[src/rtl/hazard_pkg.sv]
// rtl/hazard_pkg.sv - shared encodings, scoreboard entry type and helpers for hazard_ctrl
//
// Contents:
//   RES_*       result-source encodings of d_res
//   FWD_*       D-stage forward-select encodings
//   sb_entry_t  one in-flight register write (wr, wa, tnew)
//   init_tnew   cycles until a fresh producer's result exists, by result source
//   age_entry   one-stage advance of an entry, tnew saturating at 0
package hazard_pkg;

    localparam logic [1:0] RES_NONE = 2'b00;
    localparam logic [1:0] RES_ALU  = 2'b01;
    localparam logic [1:0] RES_DM   = 2'b10;
    localparam logic [1:0] RES_PC   = 2'b11;

    localparam logic [1:0] FWD_RF = 2'b00;
    localparam logic [1:0] FWD_E  = 2'b01;
    localparam logic [1:0] FWD_M  = 2'b10;
    localparam logic [1:0] FWD_W  = 2'b11;

    typedef struct packed {
        logic       wr;
        logic [4:0] wa;
        logic [1:0] tnew;
    } sb_entry_t;

    // Link values (PC) are known at decode, so they are ready immediately.
    function automatic logic [1:0] init_tnew(input logic [1:0] res);
        logic [1:0] t;
        case (res)
            RES_ALU: t = 2'd1;
            RES_DM:  t = 2'd2;
            default: t = 2'd0;
        endcase
        return t;
    endfunction

    function automatic sb_entry_t age_entry(input sb_entry_t e);
        sb_entry_t a;
        a = e;
        if (e.tnew != 2'd0) begin
            a.tnew = e.tnew - 2'd1;
        end
        return a;
    endfunction

endpackage

[src/rtl/hazard_src_check.sv]
// rtl/hazard_src_check.sv - per-source hazard check against the E/M/W scoreboard
//
// Ports:
//   src      in  5   source register number
//   use_src  in  1   source is actually read
//   tuse     in  2   cycles until the value is needed
//   ent_e/m/w in sb_entry_t  scoreboard entries, E is the youngest
//   stall    out 1   nearest producer not ready in time
//   fwd_sel  out 2   stage to forward from (FWD_RF when not forwardable now)
import hazard_pkg::*;

module hazard_src_check (
    input  logic [4:0] src,
    input  logic       use_src,
    input  logic [1:0] tuse,
    input  sb_entry_t  ent_e,
    input  sb_entry_t  ent_m,
    input  sb_entry_t  ent_w,
    output logic       stall,
    output logic [1:0] fwd_sel
);

    logic       hit;
    logic [1:0] hit_tnew;
    logic [1:0] hit_stage;
    logic       match_e;
    logic       match_m;
    logic       match_w;
    logic       src_live;

    // $0 is hardwired, so a read of it never depends on a producer.
    assign src_live = use_src && (src != 5'd0);
    assign match_e  = src_live && ent_e.wr && (ent_e.wa == src);
    assign match_m  = src_live && ent_m.wr && (ent_m.wa == src);
    assign match_w  = src_live && ent_w.wr && (ent_w.wa == src);

    // Youngest producer wins; older writes to the same register are stale.
    always_comb begin
        hit       = 1'b0;
        hit_tnew  = 2'd0;
        hit_stage = FWD_RF;
        if (match_e) begin
            hit       = 1'b1;
            hit_tnew  = ent_e.tnew;
            hit_stage = FWD_E;
        end else if (match_m) begin
            hit       = 1'b1;
            hit_tnew  = ent_m.tnew;
            hit_stage = FWD_M;
        end else if (match_w) begin
            hit       = 1'b1;
            hit_tnew  = ent_w.tnew;
            hit_stage = FWD_W;
        end
    end

    assign stall   = hit && (hit_tnew > tuse);
    assign fwd_sel = (hit && (hit_tnew == 2'd0)) ? hit_stage : FWD_RF;

endmodule

[src/rtl/hazard_ctrl.sv]
// rtl/hazard_ctrl.sv - stall/forward controller with E/M/W write scoreboard and stall counter
//
// Ports:
//   clk, reset              clock; asynchronous active-high reset
//   freeze                  global hold of scoreboard and counter
//   d_rs, d_rt              D-stage source registers
//   d_use_rs, d_use_rt      source is read
//   d_tuse_rs, d_tuse_rt    cycles until source is needed
//   d_regwrite, d_wa, d_res D-stage destination and result source
//   stall                   hold F/D, bubble into E
//   fwd_rs_sel, fwd_rt_sel  D-stage forward source
//   stall_cnt               saturating count of stalled cycles
import hazard_pkg::*;

module hazard_ctrl (
    input  logic        clk,
    input  logic        reset,
    input  logic        freeze,
    input  logic [4:0]  d_rs,
    input  logic [4:0]  d_rt,
    input  logic        d_use_rs,
    input  logic        d_use_rt,
    input  logic [1:0]  d_tuse_rs,
    input  logic [1:0]  d_tuse_rt,
    input  logic        d_regwrite,
    input  logic [4:0]  d_wa,
    input  logic [1:0]  d_res,
    output logic        stall,
    output logic [1:0]  fwd_rs_sel,
    output logic [1:0]  fwd_rt_sel,
    output logic [31:0] stall_cnt
);

    sb_entry_t   e_q, e_d;
    sb_entry_t   m_q, m_d;
    sb_entry_t   w_q, w_d;
    logic [31:0] stall_cnt_q, stall_cnt_d;
    logic        rs_stall;
    logic        rt_stall;

    hazard_src_check u_rs_check (
        .src     (d_rs),
        .use_src (d_use_rs),
        .tuse    (d_tuse_rs),
        .ent_e   (e_q),
        .ent_m   (m_q),
        .ent_w   (w_q),
        .stall   (rs_stall),
        .fwd_sel (fwd_rs_sel)
    );

    hazard_src_check u_rt_check (
        .src     (d_rt),
        .use_src (d_use_rt),
        .tuse    (d_tuse_rt),
        .ent_e   (e_q),
        .ent_m   (m_q),
        .ent_w   (w_q),
        .stall   (rt_stall),
        .fwd_sel (fwd_rt_sel)
    );

    // A frozen pipeline does not advance, so it cannot be stalling either.
    assign stall     = (rs_stall || rt_stall) && !freeze;
    assign stall_cnt = stall_cnt_q;

    always_comb begin
        e_d         = e_q;
        m_d         = m_q;
        w_d         = w_q;
        stall_cnt_d = stall_cnt_q;
        if (!freeze) begin
            if (stall) begin
                e_d = '0;
            end else begin
                e_d.wr   = d_regwrite && (d_wa != 5'd0);
                e_d.wa   = d_wa;
                e_d.tnew = init_tnew(d_res);
            end
            m_d = age_entry(e_q);
            w_d = age_entry(m_q);
            if (stall && (stall_cnt_q != 32'hFFFF_FFFF)) begin
                stall_cnt_d = stall_cnt_q + 32'd1;
            end
        end
    end

    always_ff @(posedge clk or posedge reset) begin
        if (reset) begin
            e_q         <= '0;
            m_q         <= '0;
            w_q         <= '0;
            stall_cnt_q <= 32'd0;
        end else begin
            e_q         <= e_d;
            m_q         <= m_d;
            w_q         <= w_d;
            stall_cnt_q <= stall_cnt_d;
        end
    end

endmodule

[config.mk]
export PLATFORM = sky130hd
export DESIGN_NAME = hazard_ctrl
export DESIGN_NICKNAME = d
export VERILOG_FILES = /design/src/rtl/hazard_pkg.sv /design/src/rtl/hazard_src_check.sv /design/src/rtl/hazard_ctrl.sv
export SDC_FILE = /design/constraint.sdc
export NUM_CORES = 1
export LEC_CHECK = 0
export CORE_ASPECT_RATIO = 0.9
export CORE_MARGIN = 5
export CORE_UTILIZATION = 52
export CTS_CLUSTER_DIAMETER = 150
export CTS_CLUSTER_SIZE = 25
export DETAILED_ROUTE_END_ITERATION = 6
export PLACE_DENSITY_LB_ADDON = 0.08
export SLEW_MARGIN = 20
export SYNTH_ARGS = -nofsm -noshare
export SYNTH_HDL_FRONTEND = slang
export SYNTH_SLANG_ARGS = --single-unit
[constraint.sdc]
create_clock -name clk -period 5 [get_ports clk]
set_input_delay 1 -clock clk [delete_from_list [all_inputs] [get_ports clk]]
set_output_delay 1 -clock clk [all_outputs]
set_load 0.02 [all_outputs]
==> reports/qor.csv <==
metric;value;unit
ant_nets;0;
slowest_stage;or4_1;
grt_max_degree;57;
place_congestion;0.7985;
overflow;0;
postPlaceCellArea;0.004073;mm^2
design.seq.count;56;
sequentialPower;0.000516;W
logic_gates;249;
htreeDepth;2;
grt_pass1_wl;12570;um
critPathTopFamily;simple AND/OR/NAND/NOR gates;
dp.cells;471;
floorplan.core_util;53.00;%
dp_slack;-0.2073;ns
comb_power;0.000158;W
yosys.area.top_type;dfrtp_1;
cts_tree;built;
grt-busiest-layer;met2;
lay_top_count;clkdlybuf4s50_1;
row_count;27;
power_frac_seq;55.5;%
rr_endpoint;stall_cnt[16]$_DFFE_PP0P_;
synth.yosys.warnings;0;
timing.slew.headroom;54.36;%
status;completed;
hold_class;register to register;
drive_gt1_share;14.50;%
top_area_share;43.48;%
syn_to_final_growth;29.27;%
synthMuxAreaShare;5.551;%
fin_setup_tns;0;ns
yosys_cells;322;
nNetsFinal;438;
syn_area;0.003223;mm^2
flop_area;0.001401;mm^2
Clock distribution:
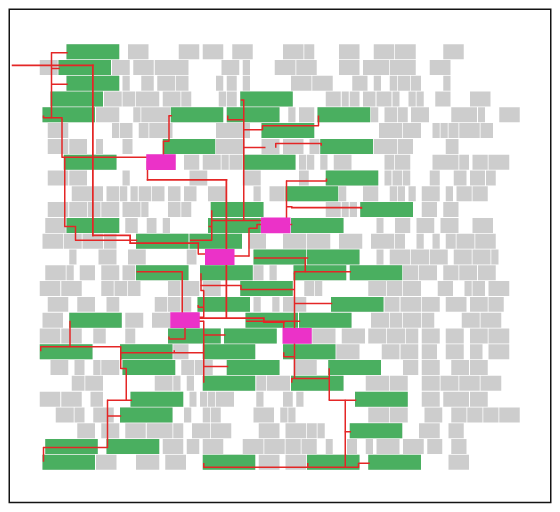
red -> clock wires  # length 592 um
magenta -> cells driving clock nets  # count 5
green -> flip-flops  # count 56
routed clock nets = 6
Clock Power: 0.000256 W
Skew-Pair Late Insertion Delay: 0.31 ns
Final Skew: 0.01216 ns
Clk pwr share: 27.5%

Cells coloured by class:
Scale bar: 20 um.
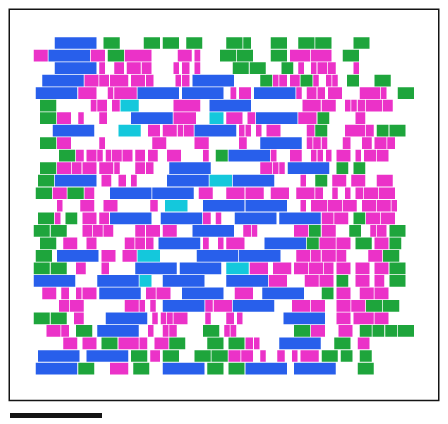
magenta -> all other logic  # cells 256
blue -> flops  # cells 56
green -> other buffers and delay cells  # cells 87
cyan -> clock drivers and dummy loads  # cells 8
Final Util: 68.52%
Placeable Area: 0.006081 mm^2

Congestion heat map:
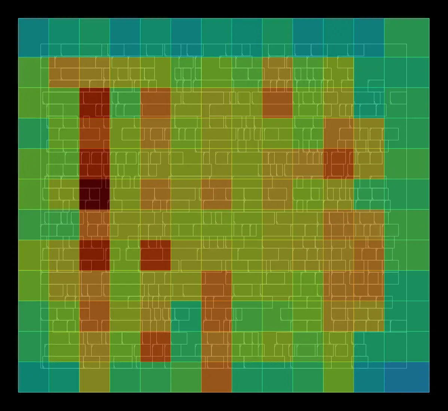
GRT Overall Usage: 19.63%
met2 GRT Util: 31.98%
M1 GR Usage: 27.30%
WL per Instance: 15.23 um

Signal wires by layer:
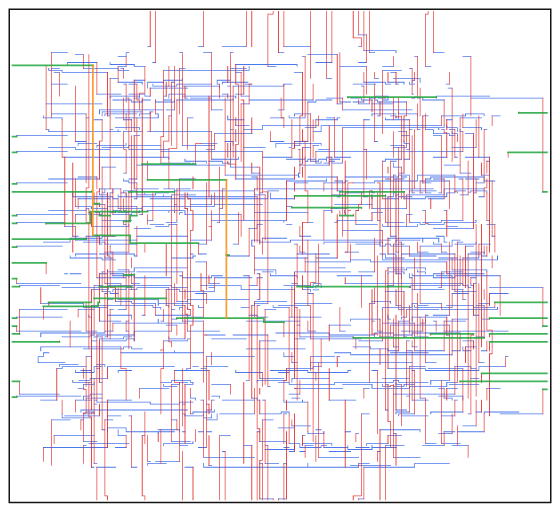
red -> met2  # wire length 3480 um
green -> met3  # wire length 380 um
orange -> met4  # wire length 53.0 um
blue -> met1  # wire length 3380 um
Via Count: 2634
final wirelength: 7293 um

Power grid:
Scale bar: 20 um. Pins as bars on the die edge. Tap cells in grey.
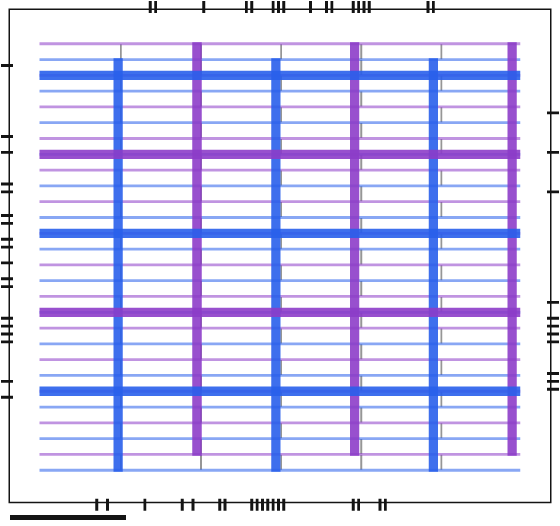
purple -> VDD
blue -> VSS
met4 straps = 6
tap cells = 72
DIE HEIGHT: 84.69 um
Die X: 92.99 um
Max IR drop VDD: 0.0001449 V

No activity file was given, so power comes from the tool's default toggle rates.
